### config.mk
export PLATFORM = sky130hd
export DESIGN_NAME = shift_vector
export DESIGN_NICKNAME = d
export VERILOG_FILES = /design/src/rtl/shift_vector_pkg.sv /design/src/rtl/vector_ram.sv /design/src/rtl/shift_vector.sv
export SDC_FILE = /design/constraint.sdc
export NUM_CORES = 1
export LEC_CHECK = 0
export ABC_AREA = 1
export CORE_ASPECT_RATIO = 1.4
export CORE_MARGIN = 3
export CORE_UTILIZATION = 50
export CTS_BUF_LIST = sky130_fd_sc_hd__clkbuf_2 sky130_fd_sc_hd__clkbuf_4 sky130_fd_sc_hd__clkbuf_8
export CTS_CLUSTER_DIAMETER = 120
export DETAILED_ROUTE_END_ITERATION = 10
export GPL_TIMING_DRIVEN = 0
export HOLD_SLACK_MARGIN = 0.06
export MAX_ROUTING_LAYER = met4
export PLACE_DENSITY = 0.68
export SLEW_MARGIN = 20
export SYNTH_ARGS = -nofsm -noshare
export SYNTH_HDL_FRONTEND = slang
export SYNTH_SLANG_ARGS = --single-unit
### constraint.sdc
create_clock -name clk -period 9.1 [get_ports clk]
set_input_delay 1.82 -clock clk [delete_from_list [all_inputs] [get_ports clk]]
set_output_delay 1.82 -clock clk [all_outputs]
set_load 0.01 [all_outputs]
### src/rtl/shift_vector_pkg.sv
// Shared command codes and FSM states for the shift_vector ordered word list.
package shift_vector_pkg;

    typedef enum logic [2:0] {
        OP_GET    = 3'd0,
        OP_SET    = 3'd1,
        OP_INSERT = 3'd2,
        OP_REMOVE = 3'd3,
        OP_CLEAR  = 3'd4
    } op_e;

    typedef enum logic [2:0] {
        ST_IDLE,
        ST_RESP,
        ST_SHIFT,
        ST_DRAIN,
        ST_DONE
    } state_e;

endpackage

### src/rtl/vector_ram.sv
// Element storage: one synchronous-read port and one write port, contents never reset.
module vector_ram #(
    parameter int DATA_WIDTH  = 7,
    parameter int DATA_COUNT  = 127,
    parameter int INDEX_WIDTH = $clog2(DATA_COUNT)
) (
    input  logic                   clk,
    input  logic                   we,
    input  logic [INDEX_WIDTH-1:0] wr_addr,
    input  logic [DATA_WIDTH-1:0]  wr_data,
    input  logic [INDEX_WIDTH-1:0] rd_addr,
    output logic [DATA_WIDTH-1:0]  rd_data
);

    logic [DATA_WIDTH-1:0] mem [DATA_COUNT];

    always_ff @(posedge clk) begin
        if (we)
            mem[wr_addr] <= wr_data;
        rd_data <= mem[rd_addr];
    end

endmodule

### src/rtl/shift_vector.sv
// Indexed word list with get/set/insert/remove/clear; insert and remove shift
// one element per cycle through the synchronous-read RAM.
module shift_vector
    import shift_vector_pkg::*;
#(
    parameter int DATA_WIDTH   = 7,
    parameter int DATA_COUNT   = 127,
    parameter int INDEX_WIDTH  = $clog2(DATA_COUNT),
    parameter int LENGTH_WIDTH = $clog2(DATA_COUNT + 1)
) (
    input  logic                    clk,
    input  logic                    rst_n,
    input  logic                    op_valid,
    output logic                    op_ready,
    input  logic [2:0]              op,
    input  logic [INDEX_WIDTH-1:0]  index,
    input  logic [DATA_WIDTH-1:0]   data_in,
    output logic                    done,
    output logic                    err,
    output logic [DATA_WIDTH-1:0]   data_out,
    output logic [LENGTH_WIDTH-1:0] length,
    output logic                    full,
    output logic                    empty
);

    state_e                  state, state_nx;
    logic                    accept, op_bad, err_r, get_hit;
    logic [LENGTH_WIDTH-1:0] idx_ext, shift_n, cnt;
    logic [INDEX_WIDTH-1:0]  wr_ptr, cmd_index;
    logic [2:0]              cmd_op;
    logic [DATA_WIDTH-1:0]   cmd_data, data_hold, rd_data_p1;
    logic                    ram_we;
    logic [INDEX_WIDTH-1:0]  ram_waddr, ram_raddr;
    logic [DATA_WIDTH-1:0]   ram_wdata;

    assign op_ready = (state == ST_IDLE) || (state == ST_RESP) || (state == ST_DONE);
    assign accept   = op_valid && op_ready;
    assign idx_ext  = LENGTH_WIDTH'(index);
    assign full     = (length == LENGTH_WIDTH'(DATA_COUNT));
    assign empty    = (length == '0);
    assign done     = (state == ST_RESP) || (state == ST_DONE);
    assign err      = done && err_r;
    assign get_hit  = (state == ST_RESP) && (cmd_op == OP_GET) && !err_r;
    assign data_out = get_hit ? rd_data_p1 : data_hold;

    always_comb begin
        op_bad  = 1'b0;
        shift_n = length - idx_ext - 1'b1;
        case (op)
            OP_GET, OP_SET, OP_REMOVE: op_bad = (idx_ext >= length);
            OP_INSERT: begin
                op_bad  = full || (idx_ext > length);
                shift_n = length - idx_ext;
            end
            OP_CLEAR:  op_bad = 1'b0;
            default:   op_bad = 1'b1;
        endcase
    end

    // The read address leads the write address by two, so a shift never reads what it writes.
    always_comb begin
        state_nx  = state;
        ram_we    = 1'b0;
        ram_waddr = wr_ptr;
        ram_wdata = rd_data_p1;
        ram_raddr = (cmd_op == OP_INSERT) ? wr_ptr - 2'd2 : wr_ptr + 2'd2;
        case (state)
            ST_IDLE, ST_RESP, ST_DONE: begin
                state_nx = ST_IDLE;
                if (accept) begin
                    case (op)
                        OP_INSERT: ram_raddr = INDEX_WIDTH'(length - 1'b1);
                        OP_REMOVE: ram_raddr = index + 1'b1;
                        default:   ram_raddr = index;
                    endcase
                    if (op_bad || op == OP_GET || op == OP_SET || op == OP_CLEAR)
                        state_nx = ST_RESP;
                    else
                        state_nx = (shift_n == '0) ? ST_DRAIN : ST_SHIFT;
                    if (!op_bad && op == OP_SET) begin
                        ram_we    = 1'b1;
                        ram_waddr = index;
                        ram_wdata = data_in;
                    end
                end
            end
            ST_SHIFT: begin
                ram_we = 1'b1;
                if (cnt == LENGTH_WIDTH'(1))
                    state_nx = ST_DRAIN;
            end
            ST_DRAIN: begin
                state_nx = ST_DONE;
                if (cmd_op == OP_INSERT) begin
                    ram_we    = 1'b1;
                    ram_waddr = cmd_index;
                    ram_wdata = cmd_data;
                end
            end
            default: state_nx = ST_IDLE;
        endcase
    end

    always_ff @(posedge clk or negedge rst_n) begin
        if (!rst_n) begin
            state     <= ST_IDLE;
            length    <= '0;
            err_r     <= 1'b0;
            data_hold <= '0;
        end else begin
            state <= state_nx;
            if (accept)
                err_r <= op_bad;
            if (accept && !op_bad && op == OP_CLEAR)
                length <= '0;
            else if (state == ST_DRAIN)
                length <= (cmd_op == OP_INSERT) ? length + 1'b1 : length - 1'b1;
            if (get_hit)
                data_hold <= rd_data_p1;
        end
    end

    // Latched command and shift bookkeeping carry no reset; they are only read after an accept.
    always_ff @(posedge clk) begin
        if (accept) begin
            cmd_op    <= op;
            cmd_index <= index;
            cmd_data  <= data_in;
            cnt       <= shift_n;
            wr_ptr    <= (op == OP_INSERT) ? INDEX_WIDTH'(length) : index;
        end else if (state == ST_SHIFT) begin
            cnt    <= cnt - 1'b1;
            wr_ptr <= (cmd_op == OP_INSERT) ? wr_ptr - 1'b1 : wr_ptr + 1'b1;
        end
    end

    vector_ram #(
        .DATA_WIDTH (DATA_WIDTH),
        .DATA_COUNT (DATA_COUNT),
        .INDEX_WIDTH(INDEX_WIDTH)
    ) u_ram (
        .clk    (clk),
        .we     (ram_we),
        .wr_addr(ram_waddr),
        .wr_data(ram_wdata),
        .rd_addr(ram_raddr),
        .rd_data(rd_data_p1)
    );

endmodule

Figure 1. Signal metal coverage by tile (run 1).
Scale: 1 px per um. The die is cut into 26 by 36 equal tiles; white is low, dark blue is high, scaled to the fullest tile. Values are wire area over tile area, all layers added.
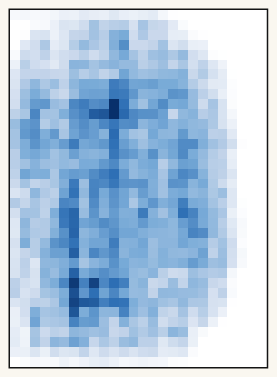
17% of the tiles are nearly empty. The densest ninth of the die: center. The emptiest ninth of the die: upper right.
Via Count: 32516
aggregate routed wire length: 138700 um

Figure 2. Clock distribution (run 1).
Scale: 1.5 px per um.
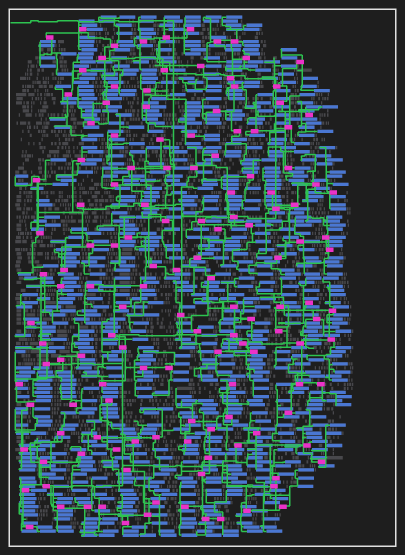
Key: clock wires = green [length 11700 um]; clock drivers = magenta [count 140]; flip-flops = blue [count 945]
There are 141 routed clock nets. Position of the flops: all over the die.
Skew-Pair Late Insertion Delay: 0.83 ns
clock network power: 3440 uW
Clk network pwr share: 19.8%

==> notes.md, run 1 <==
Flow results are below.

- In the synthesized netlist, the cells that appear most often are 982 x sky130_fd_sc_hd__nand3_1, 920 x sky130_fd_sc_hd__edfxtp_1, 706 x sky130_fd_sc_hd__nand2_1, 628 x sky130_fd_sc_hd__inv_1, 281 x sky130_fd_sc_hd__nand3b_1.
- The total setup buffers inserted after CTS is 0, for reference.
- Max-slew check failures listed in the final report amount to 0.
- The total number of H-tree levels is 4, for reference.
- Walking the worst path, the cells encountered are clkdlybuf4s50_1, inv_1, ha_1, nand2_1, o21ai_2, nand2_1, nand2_1, nand2_1, nand2_2, nand2_2, nor2_4, nand3_1, nand3_1, nand3_2, nor2_4, nand3_2, buf_2, nor2_1.
- Ranking logic cells in the layout by count gives the top entries 975 x sky130_fd_sc_hd__nand3_1, 920 x sky130_fd_sc_hd__edfxtp_1, 706 x sky130_fd_sc_hd__nand2_1.
- The worst path in the final design needs a cycle of 6.040 ns, including I/O delays and setup.
- The part of the Yosys area used for sequential elements is 64.14%, for reference.
- The routed wirelength on the met1 layer is recorded as roughly 48000 um.
- The timing report lists the critical path depth as 18 cells.
- The summed negative setup slack over all endpoints is 0 ns, for reference.
- Yosys instantiated no cell more often than sky130_fd_sc_hd__nand3_1.
- For reference, the critical path is launched at index[1].
- The synthesized netlist was found by Yosys to have between 4000 and 5000 cells.
- The cell type with the largest total area is sky130_fd_sc_hd__edfxtp_1, for reference.
- The cell with the biggest individual delay on the critical path is sky130_fd_sc_hd__clkdlybuf4s50_1, for reference.
- Summed over its instances, the top area cell type makes up between 60% and 70% of the synthesized netlist area.
- Endpoints failing hold in the final report were tallied at 0.
- The number of nets in the final layout is roughly 4500, for reference.
- The amount of wire on met3 after detailed routing is 11360 um, for reference.
- STA classifies the critical path endpoint as a flip-flop.
- The kind of critical path is primary input to flip-flop, for reference.
- Detailed placement finished with a half-perimeter wire length of 98830 um.
- The capture instance of the worst register-to-register path is u_ram.rd_data[0], for reference.
- The run finished with clean final reports.
- For this run the aggregate overflow at the end of global routing stands at 0.
- The first routing iteration left around 3600 violations.
- The script parses the final routing iteration and logs DRC violations as 0.
- The total of warnings raised by yosys is 0, for reference.
- Looking at the max-slew report, the worst-margin pin has a slew of 1.086 ns.
- Per the final layout report, the fraction of cells sized above drive strength 1 comes to 10.26%.
- In the synthesized netlist the async set-or-reset flop fraction comes to 1.905%.
- The timing report notes that buffer and inverter cells on the critical path total 3.
- The number of instances on the worst hold path is 2, for reference.
- The worst endpoint required time is 9.56 ns, for reference.
- The cell family with the largest share of critical-path delay is simple AND/OR/NAND/NOR gates, for reference.
- The first global-routing pass estimated 200500 um of wire.
- The via count of the first global-routing pass is 31521, for reference.
- The max-cap violation count is 0, for reference.
- For reference, the top cells by area after synthesis are sky130_fd_sc_hd__edfxtp_1 63%, sky130_fd_sc_hd__nand3_1 11%, sky130_fd_sc_hd__nand2_1 6.0%, sky130_fd_sc_hd__inv_1 5.4%, sky130_fd_sc_hd__nand3b_1 4.8%.
- Measured in cells, the most critical reg-to-reg path has a length of 15.
- The core region is 0.08712 mm^2.
- The peak clock frequency supported by timing is 0.1656 GHz, for reference.
- After clock tree synthesis, the clock-pin slew on the worst setup and hold paths is roughly 0.06 ns.
- Among the stages of the critical path, the cell type that occurs most often is sky130_fd_sc_hd__nand2_1.
- The TritonCTS clock tree is yes, for reference.
- The summed standard-cell area reported by yosys is 0.04399 mm^2, for reference.
- The initial antenna violation count came to 2.
- The area of the chip is 0.09163 mm^2, for reference.
- The mean area per synthesized cell is 10.40 um^2, for reference.
- Measured on the finished design, the core utilization comes to 56.24%.
- The met2 wirelength from detailed routing is 68440 um, for reference.
- On the final layout, the worst hold slack is 0.4954 ns.
- The tightest slew margin relative to the limit is 27.57%, for reference.
- The number of buffers added to fix hold violations after cts is 0, for reference.
- Entering global routing, the biggest net connects 49 pins.
- The number of sinks on the clock net is 945, for reference.
- OpenROAD reports that the post-layout worst path occupies between 60% and 70% of the period.
- Among all stages on the critical path, the maximum delay recorded is about 0.79 ns.
- The areal power density over the cells is roughly 350 mW/mm^2, for reference.
- The total leakage power is 0.01947 uW, for reference.
- VDD sags by at most about 0.57 mV.
- The number of nets produced by synthesis is 4273, for reference.
- The count of TritonRoute iterations in the first routing pass is 8, for reference.
- The launch point of the worst register-to-register path is recorded as cmd_op[0].
- The end point of the critical path is u_ram.mem[28][5], for reference.
- The signed area change from the synthesized netlist to the final layout is 11.38%, for reference.
- The final timing report lists clock skew as around 0.04 ns.
- The dominant register cell in the synthesized netlist is sky130_fd_sc_hd__edfxtp_1, for reference.
- The row count is 128, for reference.
- Counting along the longest clock path gives a buffer depth of 3.
- The number of buffers inserted during clock tree synthesis is 140, for reference.
- The area used by sequential logic in the layout is 0.02822 mm^2, for reference.
- The most common logic cell in the final layout is sky130_fd_sc_hd__nand3_1.
- The synthesized netlist handed to floorplanning was reported with a cell count of 4231.
- The signal arrival time at the worst endpoint is roughly 6.5 ns, for reference.
- The share of the core area taken by cells at floorplan is 50.50%.
- The number of routed nets with antenna violations is 0, for reference.
- Setup repair after global routing left no endpoint under its margin.
- The area taken by multi-input logic gates is around 0.012 mm^2, for reference.
- The number of inserted filler cells in the final layout is 7551, for reference.
- Measured along the x axis, the die boundary spans 256.7 um.
- The number of instances resized during post-cts repair is 0, for reference.
- The register bit total from synthesis is 945, for reference.
- The total number of warnings across the stage logs is 29, for reference.
- In this run the register-to-register setup slack is 4.21 ns.
- STA classifies the critical path startpoint as a primary input.
- Setup violations remaining at the end of the flow were counted as 0.
- The distinct cell type count after synthesis is between 40 and 50, for reference.
- Before any placement, the netlist area is recorded as roughly 0.044 mm^2.
- The total routing resource utilization after global routing is 30.97%, for reference.
- Measured along the y axis, the die boundary spans roughly 360 um.
- The cell chosen for the clock root is sky130_fd_sc_hd__clkbuf_8, for reference.
- The kind of path behind the tightest hold check is flip-flop to flip-flop, for reference.
Figure 3. Congestion heat map (run 1).
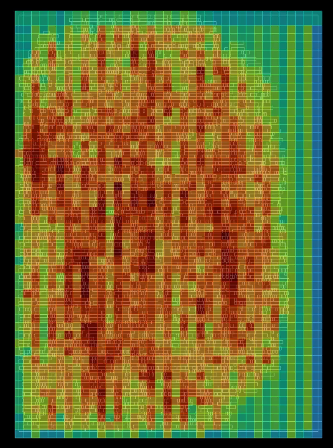
grt peak-use layer: met2
DR WL/cell: 24.30 um
met1 layer usage reported by global route: 33.94%

Figure 4. Port wiring (run 1).
Scale: 1.5 px per um.
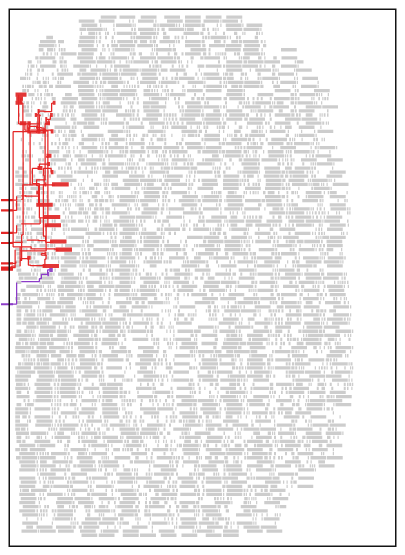
Key: `op_valid` = purple [bits 1, direction input, edge left, end cells 2, buffers 1, wire 45.2 um]; `index` = red [bits 7, direction input, edge left, end cells 32, buffers 7, wire 901 um]
number of top-level pins: 39
input/output buffers: 38

[run 1: state kept, by name, summed over array words and instances (netlist names)]
| name | flops |
|---|---|
| cmd_data | 7 |
| cmd_index | 7 |
| cmd_op | 3 |
| cnt | 7 |
| data_hold | 7 |
| err_r | 1 |
| length | 7 |
| state | 3 |
| u_ram.mem | 889 |
| u_ram.rd_data | 7 |
| wr_ptr | 7 |
[run 1: area by class of cell]
cell class | count | area share [%]
tap | 1170 | 2.988
inverter | 645 | 4.946
antenna | 2 | 0.01021
sequential | 945 | 57.59
timing repair buffer | 56 | 1.512
multi-input combinational | 2387 | 25.02
buffer | 254 | 2.413
clock inverter | 63 | 0.8452
clock buffer | 184 | 4.683
[run 1: per-stage QoR]
stage | total power, uW | worst slack, ns | instances | cell area [um^2]
3_5_place_dp | 13790 | 2.377 | 5457 | 46290
5_1_grt | 17940 | 2.981 | 5706 | 49000
2_1_floorplan | 10470 | 3.235 | 4231 | 43990
3_3_place_gp | 13900 | -1.893 | 5439 | 45840
6_report | 17340 | 3.060 | 5706 | 49000
4_1_cts | 17150 | 3.281 | 5704 | 49000
[run 1: worst min-delay path by stage]
stage	from	end	slack, ns
CTS	data_hold[4]	data_hold[4]	0.50
global placement	data_hold[0]	data_hold[0]	0.48
floorplan	err_r	err_r	0.49
global route	data_hold[3]	data_hold[3]	0.52
detailed placement	data_hold[4]	data_hold[4]	0.49
finish	data_hold[6]	data_hold[6]	0.50
[run 1: power by group]
group	leakage, uW	switching, uW	internal [uW]	total [uW]
logic	0.00940	5920	1920	7850
clock network	0.00143	1660	1780	3440
registers	0.00864	89.7	5960	6050
[run 1: layer usage]
metal	up-vias	GRT usage, %
li1	14768	-
met1	15546	33.94
met2	1738	51.80
met3	464	5.580
met4	0	20.80
met5	-	-
[run 1: kinds of logic after synthesis]
kind of cell	share of synthesized area (%)
AOI/OAI and AO/OA	1.695
xor gates and xnor gates	0.4181
adders and majority gates	0.6769
buffers and inverters	8.194
DFF	64.14
muxes	0.02275
and+or+nand+nor	24.85
[run 1: worst register-to-register path: cells and delay by family (launching register included)]
family                     cells  cell delay [ns]
adders and majority gates      1             0.55
buffers and inverters          4             2.08
DFF                            1             0.39
and+or+nand+nor               10             1.72
==> run 2, diff against run 1 <==
Clock period 9.1 ns to 5.9 ns, I/O delays scaled along.
Figure 5. Port wiring (run 2).
Scale: 1.5 px per um.
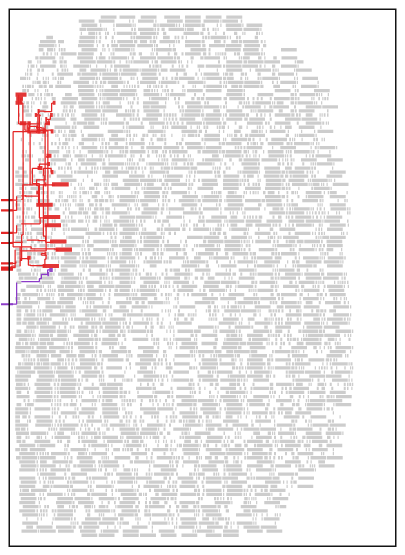
Key: `index` = red [bits 7, direction input, edge left, end cells 32, buffers 7, wire 901 um]; `op_valid` = purple [bits 1, direction input, edge left, end cells 2, buffers 1, wire 45.2 um]

==> run 2 against run 1 <==
Setup slack worse by 2.6 ns. Die size stayed put. Critical path type unchanged. Largest cell class unchanged. Global-route usage stayed put. Sequential power is 54% higher.
==> notes.md, run 2 <==
Flow results are below.

- The insertion delay to the later sink of the worst-skew pair is 0.83 ns, for reference.
- Sorting the synthesized cells by how often they occur yields 982 x sky130_fd_sc_hd__nand3_1, 920 x sky130_fd_sc_hd__edfxtp_1, 706 x sky130_fd_sc_hd__nand2_1, 628 x sky130_fd_sc_hd__inv_1, 281 x sky130_fd_sc_hd__nand3b_1.
- Summed over its instances, the top area cell type makes up 62.80% of the synthesized netlist area.
- The first routing iteration left 3591 violations.
- OpenROAD reports that the post-layout worst path occupies between 90 and 100% of the period.
- Pins over their slew limit in the final report were tallied at 0.
- Buffers inserted during clock tree synthesis total 140.
- The register-to-register setup slack is 1.01 ns, for reference.
- The number of buffers added to fix hold violations after cts is 0, for reference.
- The worst register-to-register path has a depth of 15.
- The time the final worst path needs with I/O delays and setup is 5.400 ns, for reference.
- According to the finish report, the design has a final net count of about 4500.
- The synthesis stat section lists a flop and latch total of 945.
- After clock tree synthesis, the setup repair step added 0 buffers.
- The areal power density over the cells is between 500 and 600 mW/mm^2, for reference.
- The cell area that synthesis handed to floorplanning was 0.04399 mm^2.
- The summed standard-cell area reported by yosys is approximately 0.044 mm^2, for reference.
- The peak clock frequency supported by timing is 0.1852 GHz, for reference.
- The critical path capture point type is a flip-flop, for reference.
- The run finished with clean final reports.
- The pin slew with the least headroom to its limit is 1.086 ns, for reference.
- Data on the critical path is required at its endpoint by 6.36 ns.
- The initial antenna violation count is 2, for reference.
- The signal arrival time at the worst endpoint is 5.86 ns, for reference.
- The leakage component of the power was reported as 0.01947 uW.
- The mean area per synthesized cell is 10.40 um^2, for reference.
- For reference, the critical path cell chain is clkdlybuf4s50_1, inv_1, ha_1, nand2_1, o21ai_2, nand2_1, nand2_1, nand2_1, nand2_2, nand2_2, nor2_4, nand3_1, nand3_1, nand3_2, nor2_4, nand3_2, buf_2, nor2_1.
- The maximum number of pins on one net before global-route repair is 49, for reference.
- The residual DRC count is 0, for reference.
- The area of the chip is 0.09163 mm^2, for reference.
- In this run the tools logged warnings totalling 29.
- The width of the die is 256.7 um, for reference.
- By instance count after routing, the leading logic cell types are 975 x sky130_fd_sc_hd__nand3_1, 920 x sky130_fd_sc_hd__edfxtp_1, 706 x sky130_fd_sc_hd__nand2_1.
- The global routing met1 resource utilization is 33.94%, for reference.
- The start point of the worst min-delay path is data_hold[6], for reference.
- The number of buffers inserted by port buffering is 38, for reference.
- TritonCTS reports the number of clock sinks as 945.
- For reference, the final report shows the hold violation count at 0.
- The total routing resource utilization after global routing is 30.97%, for reference.
- According to the floorplan report, the placeable core area is slightly below 0.09 mm^2.
- The detailed-route wire length per cell is 24.30 um, for reference.
- The max-cap violation count is 0, for reference.
- The met2 layer usage reported by global route is 51.80%, for reference.
- The worst min-delay path endpoint is data_hold[6], for reference.
- The peak supply drop is 0.8824 mV, for reference.
- The signed area change from the synthesized netlist to the final layout is 11.38%, for reference.
- The clock transition at the registers of the reported paths is 0.06 ns, for reference.
- The cell family with the largest share of critical-path delay is simple AND/OR/NAND/NOR gates, for reference.
- The register with the most flip-flops in the final layout is u_ram.mem.
- The cell type with the largest total area is sky130_fd_sc_hd__edfxtp_1, for reference.
- The final weighted congestion in routability-driven placement is roughly 1, for reference.
- The cell chosen for the clock root is sky130_fd_sc_hd__clkbuf_8, for reference.
- Per the post-route antenna check, the number of violating nets is 0.
- The post-route cell area is 0.04900 mm^2, for reference.
- The final hold slack is 0.4954 ns, for reference.
- The number of instances resized during post-cts repair is 0, for reference.
- The distinct cell type count after synthesis is 49, for reference.
- Per STA, the library cell used most along the worst path is sky130_fd_sc_hd__nand2_1.
- The number of flip-flops under the largest register name is 889, for reference.
- The final timing report lists clock skew as ~0.04 ns.
- The deepest clock path buffer count is 3, for reference.
- The I/O pin count is 39, for reference.
- In the post-synthesis netlist, the cell with the most instances is sky130_fd_sc_hd__nand3_1.
- Setup repair after global routing left no endpoint under its margin.
- The via count of the first global-routing pass was 31521.
- The timing report lists the critical path depth as 18 cells.
- After layout, the design draws a total of between 20000 and 30000 uW.
- The floorplan has 128 rows.
- The endpoint identified for the worst register-to-register timing path is u_ram.rd_data[0].
- The count of TritonRoute iterations in the first routing pass is 8, for reference.
- The number of standard cells after synthesis is about 4200, for reference.
- On the worst path, the slowest cell contributes a delay of 0.79 ns.
- The critical path contains buffers and inverters numbering 3 combined.
- The count of final setup violators is 0, for reference.
- The proportion of layout cells with a drive suffix above 1 is 10.26%, for reference.
- The number of nets handed over by synthesis was 4273.
- For this block, the routed nets add up to 138700 um of wire.
- The total half-perimeter wirelength after legalization and detailed placement is 98830 um, for reference.
- The source of the worst register-to-register timing path is cmd_op[0], for reference.
- The starting utilization of the core area is 50.50%, for reference.
- The total of warnings raised by yosys is 0, for reference.
- The worst setup path is of the primary input to flip-flop kind.
- The placement stage leaves a total instance area of 0.04629 mm^2.
- The most frequent standard cell in the layout excluding fill and tap cells is sky130_fd_sc_hd__nand3_1, for reference.
- Per the GRT congestion report, total overflow comes to 0.
- The cell with the biggest individual delay on the critical path is sky130_fd_sc_hd__clkdlybuf4s50_1, for reference.
- The TritonCTS clock tree is yes, for reference.
- The total number of H-tree levels is 4, for reference.
- For this run, the register share of the synthesized area comes to 64.14%.
- According to the floorplan report, the die height is 357.0 um.
Figure 6. Congestion heat map (run 2).
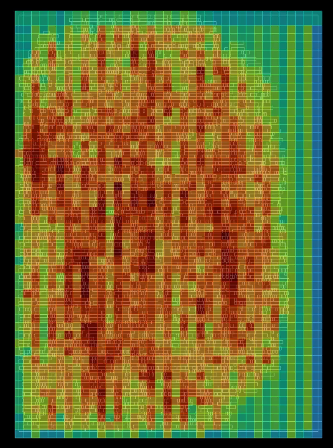
met3 Track Usage GR: 5.580%
Util after Layout: 56.24%

-- run 2: final cells by class --
| type | count | area [um^2] |
|---|---|---|
| tap | 1170 | 1464 |
| inverter | 645 | 2424 |
| multi-input combinational | 2387 | 12260 |
| clock buffer | 184 | 2295 |
| timing repair buffer | 56 | 740.7 |
| clock inverter | 63 | 414.1 |
| sequential | 945 | 28220 |
| fill | 7551 | 38120 |
| antenna | 2 | 5.005 |
| buffer | 254 | 1182 |
-- run 2: how the worst max path moves through the flow --
stage               startpoint                 to  slack, ns
floorplan             index[2]    u_ram.mem[0][2]       0.68
global placement      index[2]  u_ram.mem[110][2]      -4.45
detailed placement    index[2]   u_ram.mem[28][4]      -0.18
CTS                   index[2]   u_ram.mem[28][5]       0.72
global route          index[2]   u_ram.mem[29][2]       0.42
finish                index[1]   u_ram.mem[28][5]       0.50
-- run 2: cell families after synthesis --
kind of cell             Yosys count  share of synthesized area (%)
AND/OR/NAND/NOR                 2211                          24.85
buffers and inverters            899                          8.194
adder cells (fa/ha/maj)           22                         0.6769
XOR/XNOR                          21                         0.4181
multiplexers                       1                        0.02275
AND-OR/OR-AND                    132                          1.695
flip-flops                       945                          64.14
-- run 2: metrics by stage --
stage          cells  TNS (ns)  setup WS (ns)  util (%)
4_1_cts         5704         0         0.7208     56.24
5_1_grt         5706         0         0.4212     56.24
3_5_place_dp    5457    -16.17        -0.1833     53.13
3_3_place_gp    5439  -3704.70         -4.453     52.61
6_report        5706         0         0.4996     56.24
2_1_floorplan   4231         0         0.6755         -
-- run 2: per-layer routing --
layer / wire, um / share of wire (%)
met4: 10380 / 7.5
met1: 48490 / 35
met2: 68440 / 49
met3: 11360 / 8.2
met5: 0 / 0
-- run 2: power by group --
part | leakage, uW | internal [uW] | switching, uW
clock | 0.00143 | 2750 | 2550
combinational | 0.00940 | 2970 | 9140
sequential | 0.00864 | 9190 | 138
total | 0.0195 | 14900 | 11800
-- run 2: worst min-delay path, stage by stage (launching register included) --
cell and delay [ns]:
sky130_fd_sc_hd__dfrtp_1 0.32, sky130_fd_sc_hd__nand2_1 0.04, sky130_fd_sc_hd__o21ai_0 0.09
Power and IR drop assume default switching activity.
